<file path="src/rtl/ocs_pkg.sv">
// Shared constants, FSM state and Benes wiring for the grant checker.
// The fabric is 8 lines through 5 switch columns of 4 two-by-two switches each.
package ocs_pkg;
  localparam int PORTNUM    = 8;
  localparam int DSTWIDTH   = 3;
  localparam int STAGENUM   = 5;
  localparam int SWITCHNUM  = 4;
  localparam int REQWIDTH   = PORTNUM * DSTWIDTH;
  localparam int GRANTWIDTH = STAGENUM * SWITCHNUM;

  typedef enum logic [1:0] {
    IDLE,
    ROUTE,
    CHECK
  } state_t;

  typedef logic [PORTNUM-1:0][DSTWIDTH-1:0] tag_vec_t;

  // Entry l holds the line that line l is wired to after the given stage.
  // Stage 0 rotates the line index right, stage 3 rotates it left.
  // Stages 1 and 2 swap the two low bits inside each half.
  // Stage 4 is the output column and has no wiring.
  function automatic tag_vec_t stage_wiring(input logic [2:0] stage);
    tag_vec_t   w;
    logic [2:0] ln;
    w = '0;
    for (int l = 0; l < PORTNUM; l++) begin
      ln = 3'(l);
      case (stage)
        3'd0:    w[l] = {ln[0], ln[2], ln[1]};
        3'd1,
        3'd2:    w[l] = {ln[2], ln[0], ln[1]};
        3'd3:    w[l] = {ln[1], ln[0], ln[2]};
        default: w[l] = ln;
      endcase
    end
    return w;
  endfunction
endpackage

</file>
<file path="src/rtl/ocs_benes_stage.sv">
// One Benes switch column followed by its inter-stage wiring.
// This block is purely combinational; the stage index selects which wiring is applied.
module ocs_benes_stage
  import ocs_pkg::*;
#(
  parameter logic P_CROSS = 1'b1
) (
  input  tag_vec_t             tag_in,
  input  logic [SWITCHNUM-1:0] sw,
  input  logic [2:0]           stage,
  output tag_vec_t             tag_out
);
  tag_vec_t swapped;
  tag_vec_t wiring;

  always_comb begin
    swapped = tag_in;
    for (int k = 0; k < SWITCHNUM; k++) begin
      if (sw[k] == P_CROSS) begin
        swapped[2*k]   = tag_in[2*k+1];
        swapped[2*k+1] = tag_in[2*k];
      end
    end
  end

  // The wiring is a bijection, so every output entry is overwritten exactly once.
  always_comb begin
    wiring  = stage_wiring(stage);
    tag_out = swapped;
    for (int l = 0; l < PORTNUM; l++) begin
      tag_out[wiring[l]] = swapped[l];
    end
  end
endmodule

</file>
<file path="config.mk">
export PLATFORM = sky130hd
export DESIGN_NAME = ocs_benes_stage
export DESIGN_NICKNAME = d
export VERILOG_FILES = /design/src/rtl/ocs_pkg.sv /design/src/rtl/ocs_benes_stage.sv
export SDC_FILE = /design/constraint.sdc
export NUM_CORES = 1
export LEC_CHECK = 0
export CORE_ASPECT_RATIO = 0.75
export CORE_MARGIN = 3
export CORE_UTILIZATION = 29
export DETAILED_ROUTE_END_ITERATION = 8
export GPL_TIMING_DRIVEN = 1
export PLACE_DENSITY = 0.84
export SLEW_MARGIN = 15
export SYNTH_ARGS = -nofsm -noshare
export SYNTH_HDL_FRONTEND = slang
export SYNTH_SLANG_ARGS = --single-unit
</file>
<file path="constraint.sdc">
create_clock -name vclk -period 1.7
set_input_delay 0.51 -clock vclk [all_inputs]
set_output_delay 0.51 -clock vclk [all_outputs]
set_load 0.01 [all_outputs]
</file>
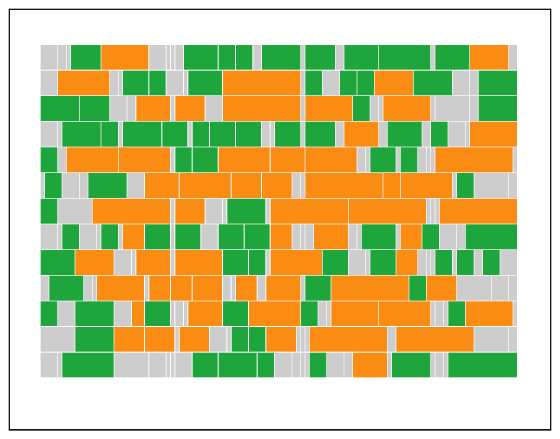
run_1/placement_by_type.png
Fill, decap, tap and diode cells in grey.
class	colour	cells	share of their area
combinational and other logic	orange	60	56%
other buffers and delay cells	green	78	44%
Final Util: 79.2%
flop share of the area: 0%
Site Rows: 13

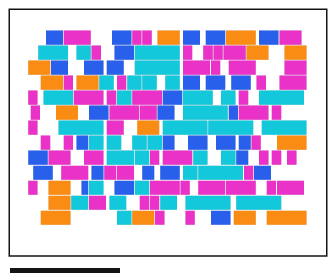
run_1/sizes.png
Bar = 20 um.
size	colour	cells	share
_2 cells	magenta	55	40%
_3 and _4 cells	cyan	36	26%
_6 and larger	orange	16	12%
_0 and _1 cells	blue	31	22%

==> results.sh, run 1 <==
# source this file to load flow results
export IMPL_initCoreUtil_pct=32.0
export IMPL_leakage_nw=0.594
export IMPL_hold_path_class="in2out"
export IMPL_rsz0062_at_grt="true"
export IMPL_synth_cell_area_um2=572
export IMPL_synth_top_area_share_pct=31.5
export IMPL_top_cells_by_count="mux2i_1 (18), a222oi_1 (8), mux2_2 (6), nand2b_1 (6), o221ai_1 (6)"
export IMPL_port_buffers=55
export IMPL_flop_area_um2=0
export IMPL_fp_dieW_um=57.3
export IMPL_worst_hold_path_num_cells=3
export IMPL_worst_setup_path_type="in2out"
export IMPL_outcome="finished, violations left"
export IMPL_yosys_area_top_type="mux2i_1"
export IMPL_postSynthSeqShare_pct=0
export IMPL_vias_per_cell=5.98
export IMPL_grt_pass1_wl_mm=4.28
export IMPL_p_int_mw=0.260
export IMPL_area_delta_synth_final_pct=148
export IMPL_grt_max_degree=10
export IMPL_fillers=123
export IMPL_vdd_drop_max_uv=220
export IMPL_synth_cells=68
export IMPL_grt_ovfl_total=0
export IMPL_clkbuf_count=0
export IMPL_drv_cap=0
export IMPL_worstHoldStart="tag_in[20]"
export IMPL_first_pass_iters=4
export IMPL_violations="negative setup slack"
export IMPL_tightest_slew_ps=382
export IMPL_hold_end="tag_out[23]"
export IMPL_antenna_cells=0
export IMPL_p_seq_share_pct=0
export IMPL_end_kind="output pin"
export IMPL_drive_gt1_share_pct=77.5
export IMPL_design_seq_count=0
export IMPL_antenna_found_initial=0
export IMPL_top_cell="mux2i_1"
export IMPL_gp_congestion=0.866
export IMPL_relSlewSlack_pct=74.6
export IMPL_ant_nets=0
export IMPL_post_route_min_period_ps=1960
export IMPL_fin_ws_ps=-263
export IMPL_pwr_share_comb_pct=100.0
export IMPL_first_global_vias=925
export IMPL_warnings=36
export IMPL_routed_wl_mm=2.89
export IMPL_drv_slew=0
export IMPL_drt_initial_drc_count=57
export IMPL_wire_per_inst_um=18.1
export IMPL_syn_num_nets=99
export IMPL_p_clk_share_pct=0
export IMPL_start_kind="input port"
export IMPL_fmax_mhz=509
export IMPL_finalCritPeriodShare_pct=115
export IMPL_yosys_stat_area_um2=572
export IMPL_placed_cells=155
export IMPL_vias=956
export IMPL_final_nets=171
export IMPL_final_hold_viol_count=0
export IMPL_dieArea_um2=2550
export IMPL_ys_cells=68
export IMPL_synth_warnings=0
export IMPL_drc=0
export IMPL_required_ps=1190
export IMPL_power_switching_mw=0.215
export IMPL_setup_viol=18
export IMPL_synthTopCellsByArea="mux2i_1 (32%), a222oi_1 (14%), mux2_2 (12%)"
export IMPL_postSynthAreaPerCell_um2=8.41
export IMPL_grt_usage_pct=21.0
export IMPL_powerDensity_nw_per_um2=336
export IMPL_dieHeight_um=44.5
export IMPL_io_pins=55
export IMPL_core_area_um2=1790
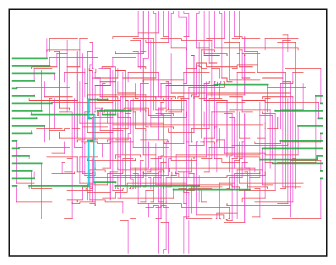
run_1/wires.png
layer	colour	wire length
metal 1	red	1150 um
metal 2	magenta	1510 um
metal 3	green	205 um
metal 4	cyan	23.8 um

==> run 1: critical path, cell delays in order <==
cell	delay [ps]
buf_6	90
or2_4	250
a21oi_2	150
buf_4	140
buf_6	90
o221ai_2	70
buf_2	150
==> run 1: power by group through the flow <==
stage                     clock network [mW]  logic, mW  registers, mW
final                                      0      0.475              0
after detailed placement                   0      0.437              0
after floorplan                            0      0.194              0
after CTS                                  0      0.441              0
after global routing                       0      0.503              0
after global placement                     0      0.426              0
==> run 1: final cells by class <==
class | count | area (um2) | share of cell area, %
multi-input combinational | 60 | 772 | 54.5
timing repair buffer | 78 | 617 | 43.6
tap | 22 | 27.5 | 1.94
==> run 1: per-layer routing <==
metal  routed length, um  share of wire [%]  vias to the layer above  track usage, %
met3                 205                7.1                        6            2.92
met1                1150                 40                      472            24.1
met4                  23               0.79                        0            3.24
li1                    -                  -                      431               -
met5                   0                  0                        -               0
met2                1510                 52                       47            42.1
==> run 1: kinds of logic (layout without fill, tap and decap cells) <==
group / Yosys count / count (layout) / share of synthesized area [%]
multiplexers: 24 / 24 / 43.3
AND-OR/OR-AND: 23 / 23 / 34.4
AND/OR/NAND/NOR: 13 / 13 / 15.3
buffers and inverters: 8 / 78 / 7.00
==> run 1: cell usage in the layout (no fill, tap or decap), drive strengths merged <==
cell / Yosys / routed
mux2i: 18 / 18
nor3: 1 / 1
nand2: 1 / 1
nor2: 1 / 1
mux2: 6 / 6
or2: 2 / 2
buf: 6 / 53
clkdlybuf4s15: 0 / 9
nand2b: 6 / 6
o221ai: 6 / 6
clkbuf: 2 / 12
and2: 1 / 1
nor2b: 1 / 1
a222oi: 8 / 8
dlygate4sd2: 0 / 4
a22o: 3 / 3
a221oi: 1 / 1
a21oi: 5 / 5
==> run 1: worst max path at each step <==
| stage | start | to |
|---|---|---|
| final | stage[0] | tag_out[12] |
| after global routing | stage[1] | tag_out[5] |
| after CTS | stage[0] | tag_out[15] |
| after detailed placement | stage[1] | tag_out[11] |
| after global placement | stage[1] | tag_out[11] |
| after floorplan | stage[1] | tag_out[15] |
==> run 1: per-stage QoR <==
step                setup WS [ps]  setup TNS [ps]  cell area (um2)  hold WS, ps  power [mW]
finish                       -263           -3830             1420         1370       0.475
global route                 -298           -4610             1420         1390       0.503
CTS                          -293           -3920             1370         1390       0.441
detailed placement          -1230          -24960             1290         2160       0.437
global placement            -1170          -24350             1290         2150       0.426
floorplan                    -115            -920              661         1170       0.194
==> run 1: timing repair <==
| item | CTS | global route |
|---|---|---|
| pin swaps | 15 | 7 |
| endpoints found under the setup margin | 24 | 23 |
| resized | 214 | 43 |
| setup buffers | 3 | 4 |
==> run 1 -> run 2 <==
--- a/config.mk
+++ b/config.mk
@@ -6,10 +6,12 @@
 export NUM_CORES = 1
 export LEC_CHECK = 0
+export ABC_AREA = 1
 export CORE_ASPECT_RATIO = 0.75
 export CORE_MARGIN = 3
-export CORE_UTILIZATION = 29
+export CORE_UTILIZATION = 33
 export DETAILED_ROUTE_END_ITERATION = 8
 export GPL_TIMING_DRIVEN = 1
-export PLACE_DENSITY = 0.84
+export PLACE_DENSITY = 0.83
+export SETUP_SLACK_MARGIN = 0.15
 export SLEW_MARGIN = 15
 export SYNTH_ARGS = -nofsm -noshare
==> constraint.sdc (replaced) <==
create_clock -name vclk -period 1.7
set_input_delay 0.51 -clock vclk [all_inputs]
set_output_delay 0.51 -clock vclk [all_outputs]
set_load 0.1 [all_outputs]
==> run 2 against run 1 <==
The flow now stops in 3_5_place_dp; synthesized area up 36%; synthesized cell count increased to 2.6 times the previous value.
==> results.sh, run 2 <==
# implementation run metrics
export IMPL_num_rows=14
export IMPL_io_pins=55
export IMPL_ys_sh_mux_pct=0
export IMPL_stop_error="[ERROR DPL-0038] Utilization greater than 100%, impossible to legalize"
export IMPL_synth_top_area_share_pct=44.5
export IMPL_synth_adder_area_share_pct=0
export IMPL_port_buffers=55
export IMPL_postSynthAreaPerCell_um2=4.31
export IMPL_initCoreUtil_pct=36.6
export IMPL_synthTopLogicFamily="simple AND/OR/NAND/NOR gates"
export IMPL_yosys_stat_area_um2=776
export IMPL_synth_cell_area_um2=776
export IMPL_fp_dieW_um=62.0
export IMPL_outcome="did not finish"
export IMPL_postSynthSeqShare_pct=0
export IMPL_synth_distinct_cells=15
export IMPL_synthAoiAreaFrac_pct=12.1
export IMPL_ys_sh_xor_pct=0
export IMPL_ys_sh_simple_pct=64.4
export IMPL_top_cell="nand2_1"
export IMPL_dieHeight_um=48.0
export IMPL_gp_congestion=0.983
export IMPL_syn_num_nets=211
export IMPL_synth_warnings=0
export IMPL_synthTopCellsByArea="nand2_1 (45%), inv_1 (14%), nand3_1 (13%)"
export IMPL_yosys_area_top_type="nand2_1"
export IMPL_stop_stage="3_5_place_dp"
export IMPL_ys_cells=180
export IMPL_top_cells_by_count="nand2_1 (92), inv_1 (28), nand3_1 (20)"
export IMPL_synth_cells=180
-- run 2: cell count changes after synthesis, moves of 8 or more --
cell      before  now
inv_1          0   28
a222oi_1       8    0
mux2i_1       18    0
nand2_1        1   92
nand3_1        0   20
o21ai_0        0   12
-- run 2: stage by stage --
step | TNS [ps] | hold slack, ps
2_1_floorplan | -1810 | 1300
3_3_place_gp | -14440 | 1770
-- run 2: logic make-up after synthesis --
| logic type | count (synthesis) |
|---|---|
| compound gates | 18 |
| simple gates | 122 |
| buf+inv | 40 |
==> run 2 -> run 3 <==
CORE_AREA = 3 3 64 66   (was not set)
CORE_ASPECT_RATIO = not set   (was 0.75)
CORE_MARGIN = not set   (was 3)
CORE_UTILIZATION = not set   (was 33)
DIE_AREA = 0 0 67 69   (was not set)
PLACE_DENSITY = not set   (was 0.83)
PLACE_DENSITY_LB_ADDON = 0.15   (was not set)
SETUP_SLACK_MARGIN = not set   (was 0.15)
clock period = 2.2 ns   (was 1.7 ns; I/O delays follow)
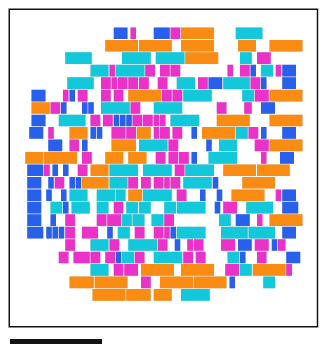
run_3/sizes.png
Bar = 20 um.
size	colour	cells	share
_3 and _4 cells	cyan	55	22%
_6 and larger	orange	39	16%
_0 and _1 cells	blue	63	25%
_2 cells	magenta	94	37%

==> run 3 against run 2 <==
The run now ends clean; synthesized cell count unchanged; synthesized area unchanged.
==> results.sh, run 3 <==
# source this file to load flow results
export IMPL_fmax_mhz=455
export IMPL_antenna_cells=0
export IMPL_final_area_um2=2370
export IMPL_grt_use_met1_pct=19.1
export IMPL_synth_cell_area_um2=776
export IMPL_top_cells_by_count="nand2_1 (92), inv_1 (28), nand3_1 (20)"
export IMPL_vias_per_cell=4.41
export IMPL_grt_max_degree=9
export IMPL_area_combinational_um2=1170
export IMPL_setup_tns_ps=0
export IMPL_postSynthSeqShare_pct=0
export IMPL_cp_data_arrival_time_ps=1540
export IMPL_grt_ovfl_total=0
export IMPL_yosys_stat_area_um2=776
export IMPL_finalCritPeriodShare_pct=99.9
export IMPL_initCoreUtil_pct=21.3
export IMPL_clkbuf_count=0
export IMPL_top_cell="nand2_1"
export IMPL_fp_dieW_um=67
export IMPL_drt_initial_drc_count=21
export IMPL_end_kind="output pin"
export IMPL_placed_cell_area_um2=2020
export IMPL_synth_distinct_cells=15
export IMPL_leakage_nw=1.13
export IMPL_vdd_drop_max_uv=205
export IMPL_synth_cells=180
export IMPL_design_seq_count=0
export IMPL_grt_util_met2_pct=28.1
export IMPL_met3_usage_pct=1.14
export IMPL_core_area_um2=3630
export IMPL_hold_path_class="in2out"
export IMPL_grt_pass1_wl_mm=5.81
export IMPL_area_delta_synth_final_pct=205
export IMPL_first_global_vias=1335
export IMPL_layout_top_cell="nand2_2"
export IMPL_ys_cells=180
export IMPL_final_cell_mix="nand2_2 (57), nand2_1 (29), buf_12 (25)"
export IMPL_postSynthAreaPerCell_um2=4.31
export IMPL_fillers=333
export IMPL_gp_congestion=0.841
export IMPL_yosys_area_top_type="nand2_1"
export IMPL_dp_hpwl_mm=2.59
export IMPL_relSlewSlack_pct=84.8
export IMPL_io_pins=55
export IMPL_synthTopCellsByArea="nand2_1 (45%), inv_1 (14%), nand3_1 (13%)"
export IMPL_dieHeight_um=69
export IMPL_syn_num_nets=211
export IMPL_warnings=36
export IMPL_port_buffers=55
export IMPL_drc=0
export IMPL_synth_warnings=0
export IMPL_synth_top_area_share_pct=44.5
export IMPL_drive_gt1_share_pct=74.9
export IMPL_outcome="finished clean"
export IMPL_num_rows=22
export IMPL_flop_area_um2=0
export IMPL_start_kind="input port"
export IMPL_rsz0062_at_grt="true"
export IMPL_antenna_found_initial=0
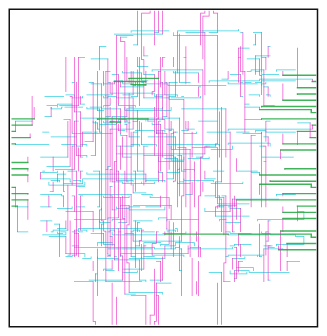
run_3/wires.png
layer	colour	wire length
metal 3	green	280 um
metal 1	cyan	1350 um
metal 2	magenta	1860 um
total vias in the final route: 1319
WL/cell: 11.7 um
GRT Util Overall: 15.1%
Routed WL: 3.49 mm

-- run 3: cell counts after synthesis --
Identical to the previous run, type by type.
-- run 3: area by class of cell --
type | instances | share of cell area, %
multi-input cells | 140 | 49.5
inverters | 32 | 6.34
well taps | 48 | 2.54
repair inverters | 1 | 0.370
repair buffers | 78 | 41.3
-- run 3: logic make-up after synthesis --
family | count (synthesis) | share of synthesized area [%]
simple gates | 122 | 64.4
compound gates | 18 | 12.1
buf+inv | 40 | 23.5
-- run 3: repair_timing --
action	CTS	global route
endpoints found under the setup margin	24	18
buffers inserted	1	0
pin swaps	49	26
gates resized	157	43
gates cloned	1	0
-- run 3: path summary, 6_finish.rpt --
check / startpoint / endpoint / slack (ps) / depth (start not counted)
max: sw[0] / tag_out[5] / 3 / 6
min: tag_in[0] / tag_out[0] / 1800 / 4
-- run 3: worst max-delay path, cell delays in order --
cell and delay, ps:
buf_2 160, buf_4 170, a21oi_4 180, nand2_1 110
nand3_4 80, buf_12 170
-- run 3: layer usage --
metal | routed length, um | share of wire (%)
met1 | 1350 | 39
met2 | 1860 | 53
met3 | 280 | 8.0
met4 | 0 | 0
met5 | 0 | 0
-- run 3: per-stage QoR --
step	hold slack, ps	instances	util (%)	power [mW]
final	1800	299	65.2	0.941
after CTS	1840	300	62.3	0.920
after global routing	1820	299	65.2	0.983
after global placement	2030	300	55.7	0.862
after floorplan	1640	180	-	0.538
after detailed placement	2030	300	55.7	0.865
-- run 3: power by group --
part	leakage [nW]	total (mW)	internal (mW)	switching, mW
Combinational	1.13	0.941	0.349	0.593
Clock	0	0	0	0
Sequential	0	0	0	0
Power is estimated from default activity; no workload was simulated.
